Figure 1. Cells colored by class (run 1).
The bar under the picture is 20 um long.
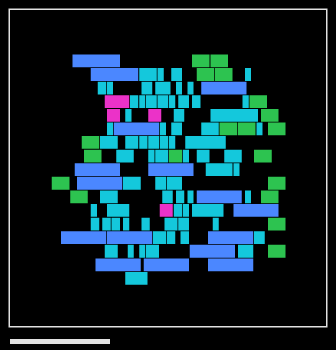
Figure 2. Sequential cells colored by netlist name (run 1).
The bar under the picture is 20 um long. Other sequential cells in the stronger gray, the rest of the logic in the fainter gray.
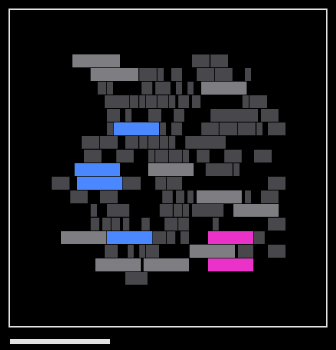
Figure 3. Selected gate families (run 1).
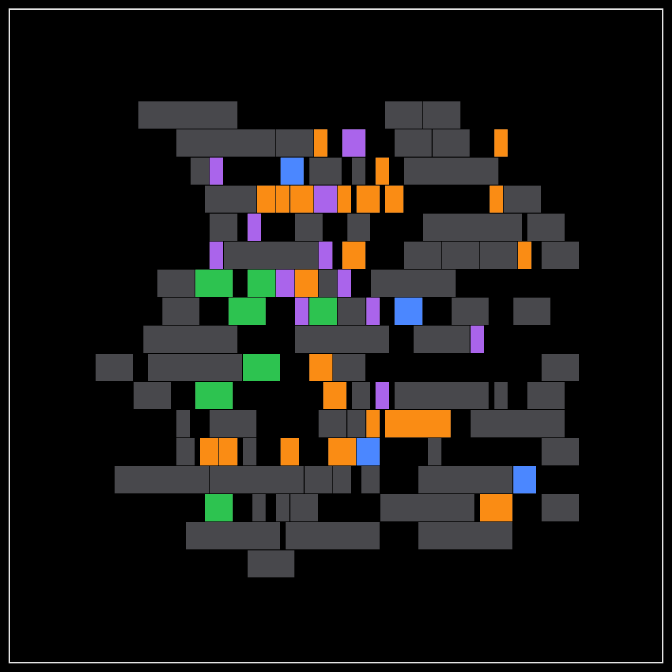
Figure 4. Routed clock nets over the placement (run 1).
The bar under the picture is 20 um long.
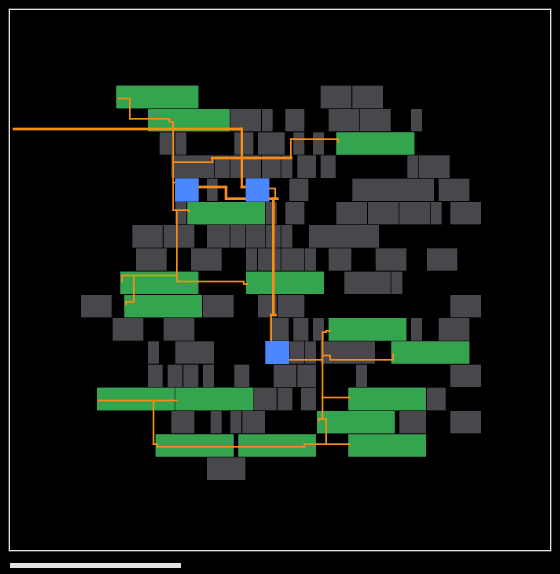
===== config.mk =====
export PLATFORM = sky130hd
export DESIGN_NAME = mux4_rr_ctrl
export DESIGN_NICKNAME = d
export VERILOG_FILES = /design/src/rtl/mux4_ctrl_pkg.sv /design/src/rtl/mux44.sv /design/src/rtl/rr_pick4.sv /design/src/rtl/mux4_rr_ctrl.sv
export SDC_FILE = /design/constraint.sdc
export NUM_CORES = 1
export LEC_CHECK = 0
export CAP_MARGIN = 20
export CORE_MARGIN = 8
export CORE_UTILIZATION = 40
export CTS_CLUSTER_DIAMETER = 150
export DETAILED_ROUTE_END_ITERATION = 8
export GPL_ROUTABILITY_DRIVEN = 1
export HOLD_SLACK_MARGIN = 0.15
export PLACE_DENSITY_LB_ADDON = 0.05
export SETUP_SLACK_MARGIN = 0.2
export SKIP_LAST_GASP = 1
export SLEW_MARGIN = 20
export SYNTH_ARGS = -nofsm -noshare
export SYNTH_HDL_FRONTEND = slang
export SYNTH_SLANG_ARGS = --single-unit

===== constraint.sdc =====
create_clock -name clk -period 2.5 [get_ports clk]
set_input_delay 0.375 -clock clk [delete_from_list [all_inputs] [get_ports clk]]
set_output_delay 0.375 -clock clk [all_outputs]
set_load 0.005 [all_outputs]

===== src/rtl/mux4_ctrl_pkg.sv =====
// Shared types and sizes for the round-robin mux4 controller.
// Imported by the picker and the controller top.
package mux4_ctrl_pkg;

    localparam int NREQ   = 4;
    localparam int SEL_W  = 2;
    localparam int HOLD_W = 4;

    typedef enum logic [1:0] {
        IDLE  = 2'd0,
        GRANT = 2'd1,
        GAP   = 2'd2
    } state_e;

    function automatic logic [NREQ-1:0] onehot(input logic [SEL_W-1:0] idx);
        logic [NREQ-1:0] v;
        v = '0;
        v[idx] = 1'b1;
        return v;
    endfunction

endpackage


===== src/rtl/mux44.sv =====
// 4:1 single-bit mux cell shared by the four requesters.
// Select is {s1, s0}.
module mux44 (
    input  logic [3:0] i,
    input  logic       s0,
    input  logic       s1,
    output logic       y
);

    assign y = i[{s1, s0}];

endmodule


===== src/rtl/rr_pick4.sv =====
// Round-robin picker: first set request after last, wrapping,
// with last itself searched at the end.
module rr_pick4
    import mux4_ctrl_pkg::*;
(
    input  logic [NREQ-1:0]  req,
    input  logic [SEL_W-1:0] last,
    output logic [SEL_W-1:0] idx,
    output logic             any
);

    logic [SEL_W-1:0] cand;

    // Walk from farthest to nearest so the nearest hit wins.
    always_comb begin
        idx  = last;
        cand = last;
        for (int k = NREQ; k >= 1; k--) begin
            cand = last + SEL_W'(k);
            if (req[cand]) begin
                idx = cand;
            end
        end
    end

    assign any = |req;

endmodule


===== src/rtl/mux4_rr_ctrl.sv =====
// Round-robin owner sequencer for the shared mux44 cell with a
// one-cycle break-before-make gap and a registered, flagged output.
module mux4_rr_ctrl
    import mux4_ctrl_pkg::*;
#(
    parameter int unsigned HOLD_MAX = 4
) (
    input  logic            clk,
    input  logic            rst_n,
    input  logic [NREQ-1:0] req,
    input  logic [NREQ-1:0] i,
    output logic [NREQ-1:0] gnt,
    output logic            s1,
    output logic            s0,
    output logic            y_q,
    output logic            y_vld,
    output logic            busy
);

    state_e            state_q;
    logic [NREQ-1:0]   gnt_q;
    logic [SEL_W-1:0]  sel_q;
    logic [SEL_W-1:0]  last_q;
    logic [HOLD_W-1:0] hold_q;

    logic [SEL_W-1:0]  pick;
    logic              any;
    logic              mux_y;
    logic              others;
    logic              hold_max;

    rr_pick4 u_pick (
        .req  (req),
        .last (last_q),
        .idx  (pick),
        .any  (any)
    );

    mux44 u_mux (
        .i  (i),
        .s0 (sel_q[0]),
        .s1 (sel_q[1]),
        .y  (mux_y)
    );

    assign others   = |(req & ~gnt_q);
    assign hold_max = (hold_q == HOLD_W'(HOLD_MAX));

    always_ff @(posedge clk or negedge rst_n) begin
        if (!rst_n) begin
            state_q <= IDLE;
            gnt_q   <= '0;
            sel_q   <= '0;
            last_q  <= SEL_W'(NREQ - 1);
            hold_q  <= '0;
            y_q     <= 1'b0;
            y_vld   <= 1'b0;
        end else begin
            unique case (state_q)
                GRANT: begin
                    y_q   <= mux_y;
                    y_vld <= 1'b1;
                    if (!req[sel_q] || (hold_max && others)) begin
                        state_q <= GAP;
                        gnt_q   <= '0;
                    end else if (!hold_max) begin
                        hold_q <= hold_q + 1'b1;
                    end
                end
                default: begin
                    // IDLE and GAP share the re-arbitration path.
                    y_vld <= 1'b0;
                    if (any) begin
                        state_q <= GRANT;
                        gnt_q   <= onehot(pick);
                        sel_q   <= pick;
                        last_q  <= pick;
                        hold_q  <= HOLD_W'(1);
                    end else begin
                        state_q <= IDLE;
                    end
                end
            endcase
        end
    end

    assign gnt  = gnt_q;
    assign s1   = sel_q[1];
    assign s0   = sel_q[0];
    assign busy = (state_q != IDLE);

endmodule


==> results.json, run 1 <==
{
  "finalNetCount": 124,
  "clock_path_buffers": 2,
  "finalPower_w": 0.00132,
  "layout_setup_ws_ns": 0.714,
  "critical_path.slowest_cell": "clkdlybuf4s50_1",
  "period_needed_ns": 1.79,
  "placed_area_um2": 1110,
  "holdPathStages": 2,
  "flop_cell": "dfrtp_1",
  "p_int_w": 0.000810,
  "max_freq_mhz": 560,
  "period_used_pct": 71.4,
  "ys.flops": 16,
  "drive_gt1_share_pct": 12.6,
  "syn_area_um2": 892,
  "p_leak_nw": 0.506,
  "slew_viol_final": 0,
  "area_growth_pct": 28.6,
  "place_inst": 135,
  "io_pins": 19,
  "final_cells": 139,
  "grt_pass1_wl_mm": 3.57,
  "io_buffers": 18,
  "fp_util_pct": 41.1,
  "clock-sinks": 16,
  "grt_pass1_vias": 756,
  "cts_tree": "yes",
  "critPathArrivalTime_ns": 1.41,
  "ys_types": 33,
  "edf_count": 0,
  "die_x_um": 63.2,
  "overflow": 0,
  "yosysCellCount": 89,
  "syn_nets": 101,
  "chipArea_um2": 4000,
  "holdBufCountCts": 0,
  "max_cap_viol_count": 0,
  "worst_setup_path_start_kind": "flip-flop",
  "slowest_delay_ns": 0.44,
  "asyncSetResetFlopFracSynth_pct": 100,
  "die_h_um": 63.2,
  "maxPowerGroup": "combinational logic",
  "dp_slack_ns": 0.462,
  "yosys_warnings": 0,
  "fill_cells": 213,
  "common_cells": "14 x dfrtp_1, 9 x nor2_1, 8 x nand2_1",
  "reg2reg_to": "gnt[0]",
  "peakVddDrop_uv": 525,
  "grt_use_total_pct": 10.9,
  "cp_max_fo": 2,
  "cts.clk_slew.worst_paths_ns": 0.10,
  "routed_wl_mm": 2.00,
  "pwr-share-seq_pct": 37.0,
  "hp-class": "flip-flop to flip-flop",
  "status": "finished clean",
  "min_from": "y_q",
  "cts_resized": 0,
  "place_congestion": 0.733,
  "drt-wirelength-per-cell_um": 14.4,
  "tool_warnings": 27,
  "tightestPinTransition_ns": 0.721,
  "cts_setup_buffers": 0,
  "synth.avg_cell_area_um2": 10.0
}
Back to the opening pictures, Figure 1:
- green: remaining buffers and delay cells (cells 19; share of their area 17%)
- blue: sequential cells (cells 16; share of their area 36%)
- cyan: combinational and other logic (cells 72; share of their area 44%)
- magenta: clock drivers and dummy loads (cells 4; share of their area 3.3%)
core area: 2170 um2
row cnt: 17
post-layout util: 52.9%
Final Cell Area: 1150 um2
flop share of the area: 35.1%

Back to the opening pictures, Figure 2:
- blue: gnt (placed flops 4)
- magenta: state_q (placed flops 2)
- not colored: 10
register area: 403 um2
P_seq: 0.000489 W

Back to the opening pictures, Figure 3:
- green: non-inverting ao/oa cells (cells 7; most used a32o_1)
- orange: nand cells (cells 22; most used nand2_1)
- purple: nor cells (cells 12; most used nor2_1; where center)
- blue: and/or cells (cells 4)

Back to the opening pictures, Figure 4:
- green: flip-flops (count 16)
- blue: clock drivers (count 3)
- orange: clock wires (length 213 um)
- routed clock nets: 4
clk latency late pin: 0.29 ns
clock skew: 0.00365 ns
clock share of power: 13.0%
Clock Power: 0.000172 W

## run 1: flip-flops by register name (all words and copies together), names as in the netlist
signal and flops:
gnt 4, hold_q 4, last_q 2, sel_q 2
state_q 2, y_q 1, y_vld 1
## run 1: cell type report
class                   instances  area, um2  area share [%]
clock buffers                   4       36.3            3.16
well taps                      28       35.0            3.05
inverters                       7       26.3            2.29
repair buffers                 19        188            16.4
multi-input cells              65        459            40.0
flip-flops and latches         16        403            35.1
## run 1: per-layer routing
metal	wire length, um	GRT usage, %
met3	183	5.65
met4	20	3.34
met1	939	13.4
met2	853	16.1
met5	0	0
## run 1: placed cells by master (no fill, tap or decap), drive strengths merged
master	count
clkdlybuf4s50	18
dfrtp	14
nor2	9
nand2	8
inv	7
nand2b	7
nand3	6
a21oi	4
a32o	4
clkbuf	4
mux2i	3
o21ai	3
o21a	2
nor2b	2
ha	2
dfstp	2
and3	2
mux4	2
or2	1
nand3b	1
a21o	1
o211ai	1
o31ai	1
a41oi	1
a221oi	1
o32ai	1
o22ai	1
nor3	1
or3	1
buf	1
## run 1: critical path, delay by kind of cell (launching register included)
kind,cells,cell delay (ns)
buf+inv,1,0.44
flops,1,0.39
simple gates,1,0.29
## run 1: worst max-delay path by stage
stage / from / end / slack (ns) / depth (start not counted)
floorplan: sel_q[0] / hold_q[3] / 1.04 / 4
global route: req[0] / gnt[0] / 0.60 / 5
global placement: req[0] / hold_q[3] / 0.51 / 5
finish: state_q[0] / busy / 0.71 / 2
CTS: state_q[0] / busy / 0.69 / 2
detailed placement: req[0] / gnt[0] / 0.46 / 5
## run 1: kinds of logic (layout without fill, tap and decap cells)
kind of cell	after synthesis	after routing	share of synthesized area, %
flops	16	16	45.2
compound gates	20	20	17.0
fa+ha+maj	2	2	2.80
mux	5	5	8.84
buf+inv	8	30	3.37
simple gates	38	38	22.9
==> run 2, diff against run 1 <==
==> constraint.sdc (replaced) <==
create_clock -name clk -period 1.8 [get_ports clk]
set_input_delay 0.27 -clock clk [delete_from_list [all_inputs] [get_ports clk]]
set_output_delay 0.27 -clock clk [all_outputs]
set_load 0.005 [all_outputs]
Figure 5. Routed clock nets over the placement (run 2).
The bar under the picture is 20 um long.
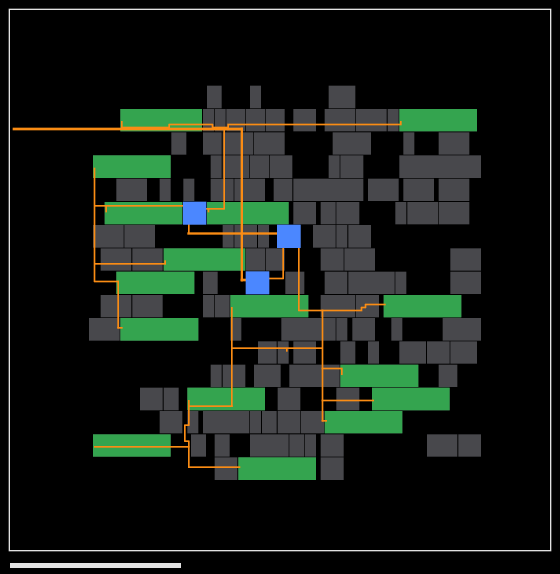
- green: flip-flops (count 16)
- orange: clock wires (length 252 um)
- blue: clock drivers (count 3)
- routed clock nets: 4

Figure 6. Selected gate families (run 2).
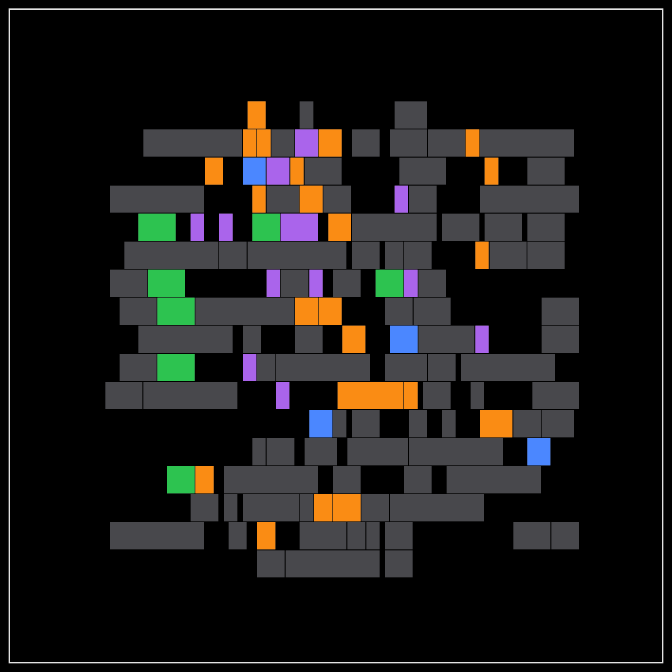
most frequent logic cell in the layout: buf_4
fraction of area in multi-input gates: 36.6%
Non-Filler Instances: 158

==> results.json, run 2 <==
{
  "yosysCellCount": 89,
  "met3_usage_pct": 4.95,
  "tool_warnings": 28,
  "edf_count": 0,
  "drive_gt1_share_pct": 29.2,
  "cts_tree": "yes",
  "period_used_pct": 85.7,
  "place_congestion": 0.844,
  "startpoint": "hold_q[1]",
  "gr-usage-met1_pct": 14.5,
  "cp_max_fo": 4,
  "yosys_warnings": 0,
  "asyncSetResetFlopFracSynth_pct": 100,
  "fill_cells": 193,
  "overflow": 0,
  "worst_setup_path_start_kind": "flip-flop",
  "io_buffers": 18,
  "reg2reg_to": "gnt[0]",
  "p_leak_nw": 0.606,
  "skew_ns": 0.00438,
  "die_h_um": 63.2,
  "place_inst": 145,
  "chipArea_um2": 4000,
  "status": "finished clean",
  "die_x_um": 63.2,
  "period_needed_ns": 1.54,
  "grt.busiest_layer": "met2",
  "rows": 17,
  "use_met2_pct": 18.6,
  "area_growth_pct": 46.4,
  "finalNetCount": 143,
  "cts.clk_slew.worst_paths_ns": 0.10,
  "max_freq_mhz": 648,
  "critPathArrivalTime_ns": 1.73,
  "hp-class": "input pin to async pin",
  "fp_util_pct": 41.1,
  "io_pins": 19,
  "grt_use_total_pct": 12.3,
  "clock-sinks": 16,
  "ys_types": 33,
  "peakVddDrop_uv": 1030,
  "ys.flops": 16,
  "syn_nets": 101,
  "common_cells": "14 x dfrtp_1, 9 x nor2_1, 8 x nand2_1",
  "mostFrequentLayoutCells": "19 x buf_4, 14 x clkdlybuf4s50_1, 13 x dfrtp_1, 9 x nor2_1, 8 x nand2_1",
  "tightestPinTransition_ns": 0.348,
  "flop_cell": "dfrtp_1",
  "synth.avg_cell_area_um2": 10.0,
  "grt_pass1_vias": 837,
  "placed_area_um2": 1190
}
Figure 7. Cells colored by class (run 2).
The bar under the picture is 20 um long.
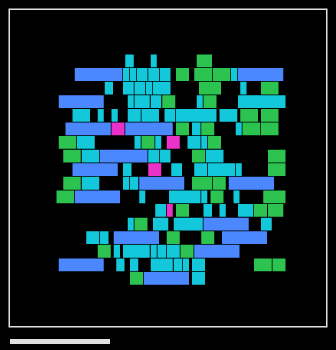
- green: remaining buffers and delay cells (cells 38; share of their area 26%)
- cyan: combinational and other logic (cells 72; share of their area 40%)
- magenta: clock drivers and dummy loads (cells 4; share of their area 2.1%)
- blue: sequential cells (cells 16; share of their area 32%)
post-layout util: 60.2%
flop share of the area: 30.9%

[run 2: cell types whose count changed in the layout (fill, tap and decap cells not counted), sizes merged]
cell and delta:
dlymetal6s2s +2, clkdlybuf4s50 -4, dlygate4sd2 +2, buf +19
[run 2: worst max-delay path, delay by kind of cell (launching register included)]
family	cells	cell delay (ns)
AOI/OAI and AO/OA	3	0.55
and+or+nand+nor	1	0.10
adders and majority gates	1	0.16
DFF	1	0.41
buffers and inverters	2	0.22
[run 2: logic make-up after synthesis]
logic type      synth area share, %
fa+ha+maj                      2.80
mux                            8.84
buf+inv                        3.37
simple gates                   22.9
compound gates                 17.0
flops                          45.2
[run 2: report_power, final]
| part | switching (W) | internal [W] |
|---|---|---|
| Sequential | 0.000141 | 0.000530 |
| Clock | 0.000122 | 0.0000860 |
| Combinational | 0.000526 | 0.000655 |
| Total | 0.000789 | 0.00127 |
[run 2: timing repair]
item                                    4_1_cts  5_1_grt
pin swaps                                     0        6
hold buffers                                  0        0
buffers inserted                              5        4
hold endpoints to repair                      0        0
gates resized                                 5        6
endpoints found under the setup margin        8        8
[run 2: per-layer routing]
metal	routed length (um)	share of wire, %
met2	1060	45
met4	32	1.4
met3	137	5.9
met5	0	0
met1	1100	47
[run 2: layout make-up]
class	count	area, um2	area share (%)
inverter	7	26.3	2.01
tap	28	35.0	2.68
multi-input combinational	65	478	36.6
sequential	16	404	30.9
clock buffer	4	26.3	2.01
timing repair buffer	38	337	25.8
[run 2: per-stage QoR]
stage	hold WS (ns)	setup WS, ns
5_1_grt	0.299	0.146
6_report	0.286	0.258
4_1_cts	0.286	0.201
3_5_place_dp	0.472	-0.109
2_1_floorplan	-0.0256	0.340
3_3_place_gp	0.462	-0.106
==> run 3, diff against run 2 <==
--- a/config.mk
+++ b/config.mk
@@ -15,7 +15,6 @@
 export PLACE_DENSITY_LB_ADDON = 0.05
 export SETUP_SLACK_MARGIN = 0.2
 export SKIP_LAST_GASP = 1
-export SLEW_MARGIN = 20
 export SYNTH_ARGS = -nofsm -noshare
 export SYNTH_HDL_FRONTEND = slang
 export SYNTH_SLANG_ARGS = --single-unit
Figure 8. Sequential cells colored by netlist name (run 3).
The bar under the picture is 20 um long. Other sequential cells in the stronger gray, the rest of the logic in the fainter gray.
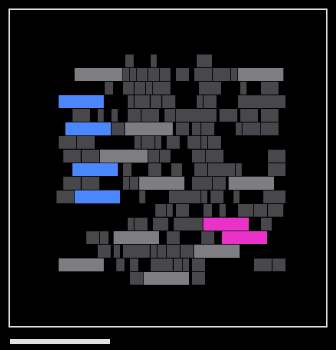
- magenta: state_q (placed flops 2)
- blue: gnt (placed flops 4; where west)
register area: 404 um2
P_seq: 0.000671 W

Figure 9. Cells colored by class (run 3).
The bar under the picture is 20 um long.
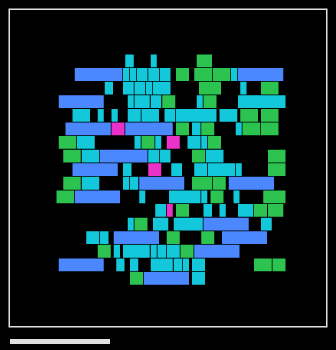
- cyan: combinational and other logic (cells 72; share of their area 40%)
- magenta: clock drivers and dummy loads (cells 4; share of their area 2.1%)
- blue: sequential cells (cells 16; share of their area 32%)
- green: remaining buffers and delay cells (cells 38; share of their area 26%)

Figure 10. Routed clock nets over the placement (run 3).
The bar under the picture is 20 um long.
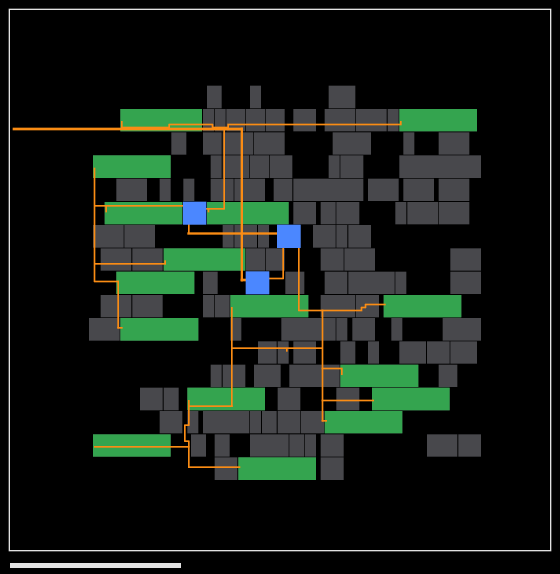
- green: flip-flops (count 16)
- blue: clock drivers (count 3)
- orange: clock wires (length 252 um)
- routed clock nets: 4

==> results.json, run 3 <==
{
  "overflow": 0,
  "common_cells": "14 x dfrtp_1, 9 x nor2_1, 8 x nand2_1",
  "slowest_delay_ns": 0.41,
  "clock_path_buffers": 2,
  "met3_usage_pct": 4.95,
  "critPathArrivalTime_ns": 1.73,
  "max_cap_viol_count": 0,
  "cts_resized": 5,
  "yosys_warnings": 0,
  "ys_types": 33,
  "cp_max_fo": 4,
  "syn_nets": 101,
  "tool_warnings": 28,
  "dr_wl_met2_mm": 1.06,
  "layout_setup_ws_ns": 0.258,
  "clk_latency_ns": 0.29,
  "gr-usage-met1_pct": 14.5,
  "chipArea_um2": 4000,
  "skew_ns": 0.00438,
  "cp.buffers_inverters": 2,
  "cts_tree": "yes",
  "area_growth_pct": 46.4,
  "io_buffers": 18,
  "tightestPinTransition_ns": 0.348,
  "p_leak_nw": 0.606,
  "slew_headroom_pct": 76.7,
  "lay_top_count": "buf_4",
  "synth.avg_cell_area_um2": 10.0,
  "fill_cells": 193,
  "grt_pass1_wl_mm": 3.96,
  "finalNetCount": 143,
  "worst_setup_path_start_kind": "flip-flop",
  "period_used_pct": 85.7,
  "peakVddDrop_uv": 1030,
  "grt_pass1_vias": 837,
  "grt.busiest_layer": "met2",
  "detail_route.wirelength.met1_mm": 1.10,
  "cts.clk_slew.worst_paths_ns": 0.10,
  "reg2reg_to": "gnt[0]",
  "drt-wirelength-per-cell_um": 14.8,
  "holdBufCountCts": 0,
  "crit_family": "AND-OR/OR-AND gates",
  "htree_levels": 1,
  "drt_iter0_markers": 22,
  "die_x_um": 63.2,
  "ys.flops": 16,
  "logic_area_um2": 478,
  "placed_area_um2": 1190,
  "die_h_um": 63.2,
  "fin_area_um2": 1310,
  "fp_util_pct": 41.1,
  "final_hold_viol_count": 0,
  "routed_wl_mm": 2.33,
  "status": "finished clean",
  "slew_viol_final": 0,
  "drive_gt1_share_pct": 29.2,
  "cts_setup_buffers": 5,
  "clock-sinks": 16,
  "met3_length_um": 137,
  "flop_cell": "dfrtp_1",
  "hp-class": "input pin to async pin",
  "dp_slack_ns": -0.109,
  "syn_area_um2": 892,
  "critical_path.slowest_cell": "dfrtp_1",
  "mostFrequentLayoutCells": "19 x buf_4, 14 x clkdlybuf4s50_1, 13 x dfrtp_1, 9 x nor2_1, 8 x nand2_1",
  "max_freq_mhz": 648,
  "period_needed_ns": 1.54,
  "core_um2": 2170,
  "asyncSetResetFlopFracSynth_pct": 100,
  "grt_use_total_pct": 12.3,
  "place_congestion": 0.844,
  "edf_count": 0,
  "use_met2_pct": 18.6,
  "io_pins": 19,
  "rows": 17,
  "top_layer": "met4"
}
==> run 3: cell counts after synthesis <==
No cell type changed its count.
==> run 3: worst max path at each step <==
stage	startpoint	endpoint	slack, ns	depth (start not counted)
after global placement	req[3]	gnt[3]	-0.11	6
final	hold_q[1]	gnt[0]	0.26	7
after global routing	hold_q[1]	gnt[2]	0.15	7
after CTS	req[3]	hold_q[3]	0.20	5
after floorplan	sel_q[0]	hold_q[3]	0.34	4
after detailed placement	req[3]	gnt[0]	-0.11	6
==> run 3: power by group <==
part	switching (W)	internal, W	total [W]
combinational	0.000526	0.000655	0.00118
sequential	0.000141	0.000530	0.000671
clock	0.000122	0.0000860	0.000208
total	0.000789	0.00127	0.00206
==> run 3: metrics by stage <==
step	std cells	TNS (ns)	power [W]	hold WS (ns)	util (%)
2_1_floorplan	89	0	0.00124	-0.0256	-
3_3_place_gp	145	-0.582	0.00173	0.462	54.7
3_5_place_dp	145	-0.646	0.00173	0.472	54.7
4_1_cts	154	0	0.00200	0.286	58.1
5_1_grt	158	0	0.00223	0.299	60.2
6_report	158	0	0.00206	0.286	60.2
==> run 3: cell families (layout without fill, tap and decap cells) <==
group	after synthesis	count (layout)	share of synthesized area, %
mux	5	5	8.84
simple gates	38	38	22.9
buf+inv	8	49	3.37
flops	16	16	45.2
fa+ha+maj	2	2	2.80
compound gates	20	20	17.0
==> run 3: cell type report <==
| type | count | area share (%) |
|---|---|---|
| Tap cell | 28 | 2.68 |
| Multi-Input combinational cell | 65 | 36.6 |
| Timing Repair Buffer | 38 | 25.8 |
| Clock buffer | 4 | 2.01 |
| Inverter | 7 | 2.01 |
| Sequential cell | 16 | 30.9 |
Power figures rest on the tool's default switching activity, not on a simulated workload.
